Sizing map:
Bar = 50 um.
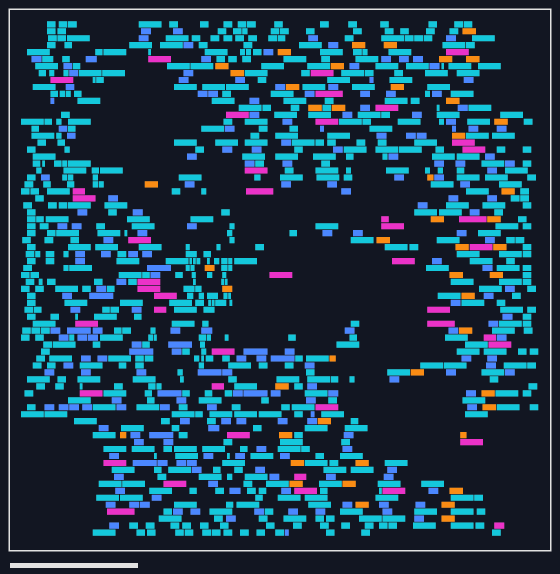
Sequential cells colored by netlist name:
Bar = 50 um.
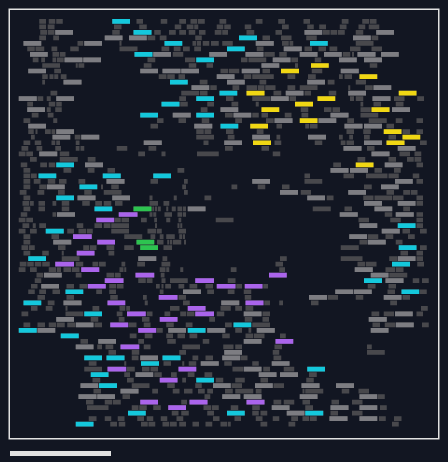
[config.mk]
export PLATFORM = sky130hd
export DESIGN_NAME = arp_rx
export DESIGN_NICKNAME = d
export VERILOG_FILES = /design/src/rtl/arp_rx.sv
export SDC_FILE = /design/constraint.sdc
export NUM_CORES = 1
export LEC_CHECK = 0
export CAP_MARGIN = 20
export CORE_MARGIN = 4
export CORE_UTILIZATION = 25
export DETAILED_ROUTE_END_ITERATION = 6
export PLACE_DENSITY = 0.47
export SYNTH_ARGS = -nofsm -noshare
export SYNTH_HDL_FRONTEND = slang
export SYNTH_SLANG_ARGS = --single-unit
[constraint.sdc]
create_clock -name i_clk -period 20.9 [get_ports i_clk]
set_input_delay 5.225 -clock i_clk [delete_from_list [all_inputs] [get_ports i_clk]]
set_output_delay 5.225 -clock i_clk [all_outputs]
set_load 0.05 [all_outputs]
[src/rtl/arp_rx.sv]
// Receive-side ARP parser: validates the fixed header and target IP of each 6-beat
// ARP payload, reports the sender MAC/IP and flags requests that need a reply.
module arp_rx #(
  parameter logic [31:0] P_SRC_IP_ADDR = {8'd192, 8'd168, 8'd100, 8'd99},
  parameter int unsigned P_DROP_CNT_W  = 16
) (
  input  logic                    i_clk,
  input  logic                    i_rst,
  input  logic [31:0]             i_dymanic_src_ip,
  input  logic                    i_src_ip_valid,
  input  logic [63:0]             s_axis_arp_data,
  input  logic [79:0]             s_axis_arp_user,
  input  logic [7:0]              s_axis_arp_keep,
  input  logic                    s_axis_arp_last,
  input  logic                    s_axis_arp_valid,
  output logic [47:0]             o_recv_target_mac,
  output logic [31:0]             o_recv_target_ip,
  output logic                    o_recv_target_valid,
  output logic                    o_arp_reply,
  output logic [15:0]             o_arp_oper,
  output logic [P_DROP_CNT_W-1:0] o_drop_cnt
);

  localparam logic [2:0] BeatHdr = 3'd0;
  localparam logic [2:0] BeatSha = 3'd1;
  localparam logic [2:0] BeatTha = 3'd2;
  localparam logic [2:0] BeatTpa = 3'd3;
  localparam logic [2:0] BeatPad = 3'd4;
  localparam logic [P_DROP_CNT_W-1:0] DropOne = 1;

  logic [2:0]              beat_q, beat_d;
  logic                    err_q, err_d;
  logic [47:0]             sha_q, sha_d;
  logic [31:0]             spa_q, spa_d;
  logic [15:0]             oper_q, oper_d;
  logic [31:0]             local_ip_q, local_ip_d;
  logic [47:0]             mac_q, mac_d;
  logic [31:0]             ip_q, ip_d;
  logic [15:0]             oper_out_q, oper_out_d;
  logic                    valid_q, valid_d;
  logic                    reply_q, reply_d;
  logic [P_DROP_CNT_W-1:0] drop_q, drop_d;

  logic hdr_err, beat_err, drop_inc;

  // Only the ethertype of the sideband is relevant here.
  logic unused_user;
  assign unused_user = ^s_axis_arp_user[79:16];

  always_ff @(posedge i_clk or posedge i_rst) begin
    if (i_rst) begin
      beat_q     <= BeatHdr;
      err_q      <= 1'b0;
      sha_q      <= '0;
      spa_q      <= '0;
      oper_q     <= '0;
      local_ip_q <= P_SRC_IP_ADDR;
      mac_q      <= '0;
      ip_q       <= '0;
      oper_out_q <= '0;
      valid_q    <= 1'b0;
      reply_q    <= 1'b0;
      drop_q     <= '0;
    end else begin
      beat_q     <= beat_d;
      err_q      <= err_d;
      sha_q      <= sha_d;
      spa_q      <= spa_d;
      oper_q     <= oper_d;
      local_ip_q <= local_ip_d;
      mac_q      <= mac_d;
      ip_q       <= ip_d;
      oper_out_q <= oper_out_d;
      valid_q    <= valid_d;
      reply_q    <= reply_d;
      drop_q     <= drop_d;
    end
  end

  // Per-beat error terms for the beat currently on the bus.
  always_comb begin
    hdr_err = (s_axis_arp_data[63:48] != 16'h0001) ||
              (s_axis_arp_data[47:32] != 16'h0800) ||
              (s_axis_arp_data[31:24] != 8'd6)     ||
              (s_axis_arp_data[23:16] != 8'd4)     ||
              !((s_axis_arp_data[15:0] == 16'd1) || (s_axis_arp_data[15:0] == 16'd2)) ||
              (s_axis_arp_user[15:0] != 16'h0806);
    beat_err = 1'b0;
    unique case (beat_q)
      BeatHdr:          beat_err = hdr_err || (s_axis_arp_keep != 8'hff) || s_axis_arp_last;
      BeatSha, BeatTha: beat_err = (s_axis_arp_keep != 8'hff) || s_axis_arp_last;
      // Compared against the registered IP, so a same-cycle load sees the old value.
      BeatTpa:          beat_err = (s_axis_arp_keep[7:4] != 4'hf) ||
                                   (s_axis_arp_data[63:32] != local_ip_q);
      default:          beat_err = 1'b0;
    endcase
  end

  always_comb begin
    beat_d     = beat_q;
    err_d      = err_q;
    sha_d      = sha_q;
    spa_d      = spa_q;
    oper_d     = oper_q;
    local_ip_d = i_src_ip_valid ? i_dymanic_src_ip : local_ip_q;
    mac_d      = mac_q;
    ip_d       = ip_q;
    oper_out_d = oper_out_q;
    valid_d    = 1'b0;
    reply_d    = 1'b0;
    drop_inc   = 1'b0;

    if (s_axis_arp_valid) begin
      if (s_axis_arp_last) begin
        beat_d = BeatHdr;
      end else if (beat_q < BeatPad) begin
        beat_d = beat_q + 3'd1;
      end

      unique case (beat_q)
        BeatHdr: begin
          err_d  = beat_err;
          oper_d = s_axis_arp_data[15:0];
        end
        BeatSha: begin
          err_d         = err_q | beat_err;
          sha_d         = s_axis_arp_data[63:16];
          spa_d[31:16]  = s_axis_arp_data[15:0];
        end
        BeatTha: begin
          err_d        = err_q | beat_err;
          spa_d[15:0]  = s_axis_arp_data[63:48];
        end
        BeatTpa: begin
          err_d = err_q | beat_err;
          if (err_q || beat_err) begin
            drop_inc = 1'b1;
          end else begin
            mac_d      = sha_q;
            ip_d       = spa_q;
            oper_out_d = oper_q;
            valid_d    = 1'b1;
            reply_d    = (oper_q == 16'd1);
          end
        end
        default: ;
      endcase

      // Truncated frame: the b3 decision never happens, so drop here instead.
      if (s_axis_arp_last && (beat_q < BeatTpa)) begin
        drop_inc = 1'b1;
      end
    end

    drop_d = (drop_inc && (drop_q != '1)) ? drop_q + DropOne : drop_q;
  end

  always_comb begin
    o_recv_target_mac   = mac_q;
    o_recv_target_ip    = ip_q;
    o_recv_target_valid = valid_q;
    o_arp_reply         = reply_q;
    o_arp_oper          = oper_out_q;
    o_drop_cnt          = drop_q;
  end

endmodule

==> results.txt <==
status -> finished clean
Comb/total area -> 27.38%
max cap viols -> 0
fp_density -> 25.28%
met2 routed WL -> 13.53 mm
met1 global-route usage -> 17.76%
Antenna Nets Post-Route -> 0
Die Y -> 211.0 um
cts repair resizes -> 0
post-CTS setup buffers -> 0
clk latency late pin -> 0.56 ns
Top FF cell, synth -> dfrtp_1
Crit Path Class -> primary input to flip-flop
EDFF count, synth -> 0
Port Buffers -> 238
Largest stage delay, worst path -> 0.81 ns
Hold Crit Class -> flip-flop to flip-flop
yosys warns -> 0
non-clk buf share -> 16.86%
post-synth net total -> 855
top power group -> sequential cells
Hold Vio Cnt, Final -> 0
Vias/cell -> 4.299
Post-Layout Cell Count -> 1465
post-synthesis sequential area ratio -> 59.93%
Cell area leaders -> dfrtp_1 (57%), mux2_2 (20%), mux2_4 (5.8%)
Dominant cell area share -> 56.87%
Comb. pwr -> 0.000730 W
reg2reg path depth -> 7
Worst setup EP type -> flip-flop
TritonCTS clock tree -> yes
Crit path max-delay family -> simple AND/OR/NAND/NOR gates
number of cell rows -> 74
Max clock buf depth -> 3
worst r2r src -> local_ip_q[23]
clock group total power -> 0.000559 W
hold buffers post-CTS -> 0
commonest non-fill, non-tap cells in the layout -> clkdlybuf4s50_1 (237), dfrtp_1 (234), mux2_2 (185)
Flops after synth -> 246
yosys cell count -> 660
Worst Path Arrival -> 9.60 ns
initial DRC count -> 201
Max-area cell class -> registers
total number of vias -> 6298
CP startpoint kind -> primary input
largest net degree at the start of global routing -> 125
actual slew at the worst max-slew pin -> 1.085 ns
placed instance area -> 13160 um^2
RSZ-0062 raised after global routing -> false
first-pass GRT wire length -> 43.94 mm
Core Box Area -> 40740 um^2
ANT cells -> 2
GR peak layer -> met2
WL/cell -> 20.02 um
vias in the first global route -> 6687
met2 track demand over resource -> 20.43%
max-slew violation count -> 0
flop count -> 246
GR Util met3 -> 3.416%
count of cell types in the netlist -> 42
clock power share -> 27.3%
Int Power -> 0.001323 W
Comb power frac -> 35.7%
TNS Setup -> 0 ns
Signal inverters -> 6
H-tree depth -> 1
clock-pin slew on the worst setup and hold paths -> 0.06 ns
Logic cell area -> 3897 um^2
Flop pwr share -> 37.0%
Combinational Gates -> 382
Filler Cell Count -> 4025
tool warning count -> 95
Post-synth ARST share -> 100.0%
CP bufs+invs -> 2
clock buffer count -> 44
skew final -> 0.008210 ns
CP cell instances -> clkdlybuf4s50_1 > nor4b_1 > nand3b_1 > nor4_1 > a21oi_1 > nor2_1 > and4_4 > buf_4 > mux2_2
CTS Root Cell -> clkbuf_16
Notes on 'sizing map' above:
Key: magenta = x6 and larger [cells 43]; cyan = x1 and smaller [cells 628]; orange = x3 and x4 [cells 47]; blue = x2 [cells 213]
PnR worst setup slack: 11.74 ns
Buffers excl. clock: 241
Final Instance Area: 14230 um^2
post-synthesis to final-layout area growth: 38.24%

Notes on 'sequential cells colored by netlist name' above:
Key: purple = local_ip_q [flops 32]; yellow = o_arp_oper [flops 16]; cyan = o_recv_target_mac [flops 48, where widely spread]; green = beat_q [flops 3]
Another 147 sequential cells are not colored.
Register Area: 6171 um^2
fin util: 34.94%
fraction of area in registers: 43.35%
P_seq: 0.000757 W

cells by family (layout without fill, tap and decap cells):
kind of cell	count (synthesis)	in the layout	synth area share, %
other cells	0	2	0
buf+inv	32	303	2.321
flops	246	246	59.93
xor+xnor	48	48	4.083
fa+ha+maj	6	6	0.7290
compound gates	16	16	1.106
mux	225	225	26.06
simple gates	87	87	5.772
cell usage after synthesis, types with 3 or more instances:
cell / count
buf_12: 5
ha_1: 6
nand3_2: 6
nor3_1: 3
nand3_1: 3
o21ai_0: 5
nand2_1: 5
nor4_1: 21
inv_1: 6
mux2_4: 40
mux2_2: 185
buf_1: 3
nor2_1: 6
xnor2_1: 15
dfstp_2: 12
nand4_1: 12
a21oi_1: 3
nor4b_1: 5
and3_1: 6
and2_1: 3
clkbuf_1: 10
dfrtp_1: 234
and4_1: 6
xor2_1: 33
buf_4: 6
state kept, by name (all words and copies together), names as in the netlist, 3 cells and up:
signal             count
o_recv_target_ip      32
sha_q                 48
o_recv_target_mac     48
oper_q                16
o_drop_cnt            16
spa_q                 32
o_arp_oper            16
beat_q                 3
local_ip_q            32
worst reg2reg max path, cell delays in order (launching register included):
cell and delay [ns]:
dfstp_2 0.53, xor2_1 0.09, nor4_1 0.50, nand4_1 0.18
o31ai_2 0.30, and4_4 0.83, buf_4 0.86, mux2_2 0.51
worst max path at each step:
stage	cells after the start	start	endpoint	slack [ns]
after floorplan	1	i_rst	beat_q[0]	8.94
after global placement	9	s_axis_arp_data[48]	o_recv_target_mac[28]	10.91
after detailed placement	9	s_axis_arp_data[48]	o_recv_target_mac[26]	10.89
after CTS	9	s_axis_arp_data[48]	o_recv_target_mac[26]	11.49
after global routing	9	s_axis_arp_data[48]	o_recv_target_mac[31]	11.42
final	9	s_axis_arp_data[48]	o_recv_target_mac[26]	11.74
Power and IR drop assume default switching activity.
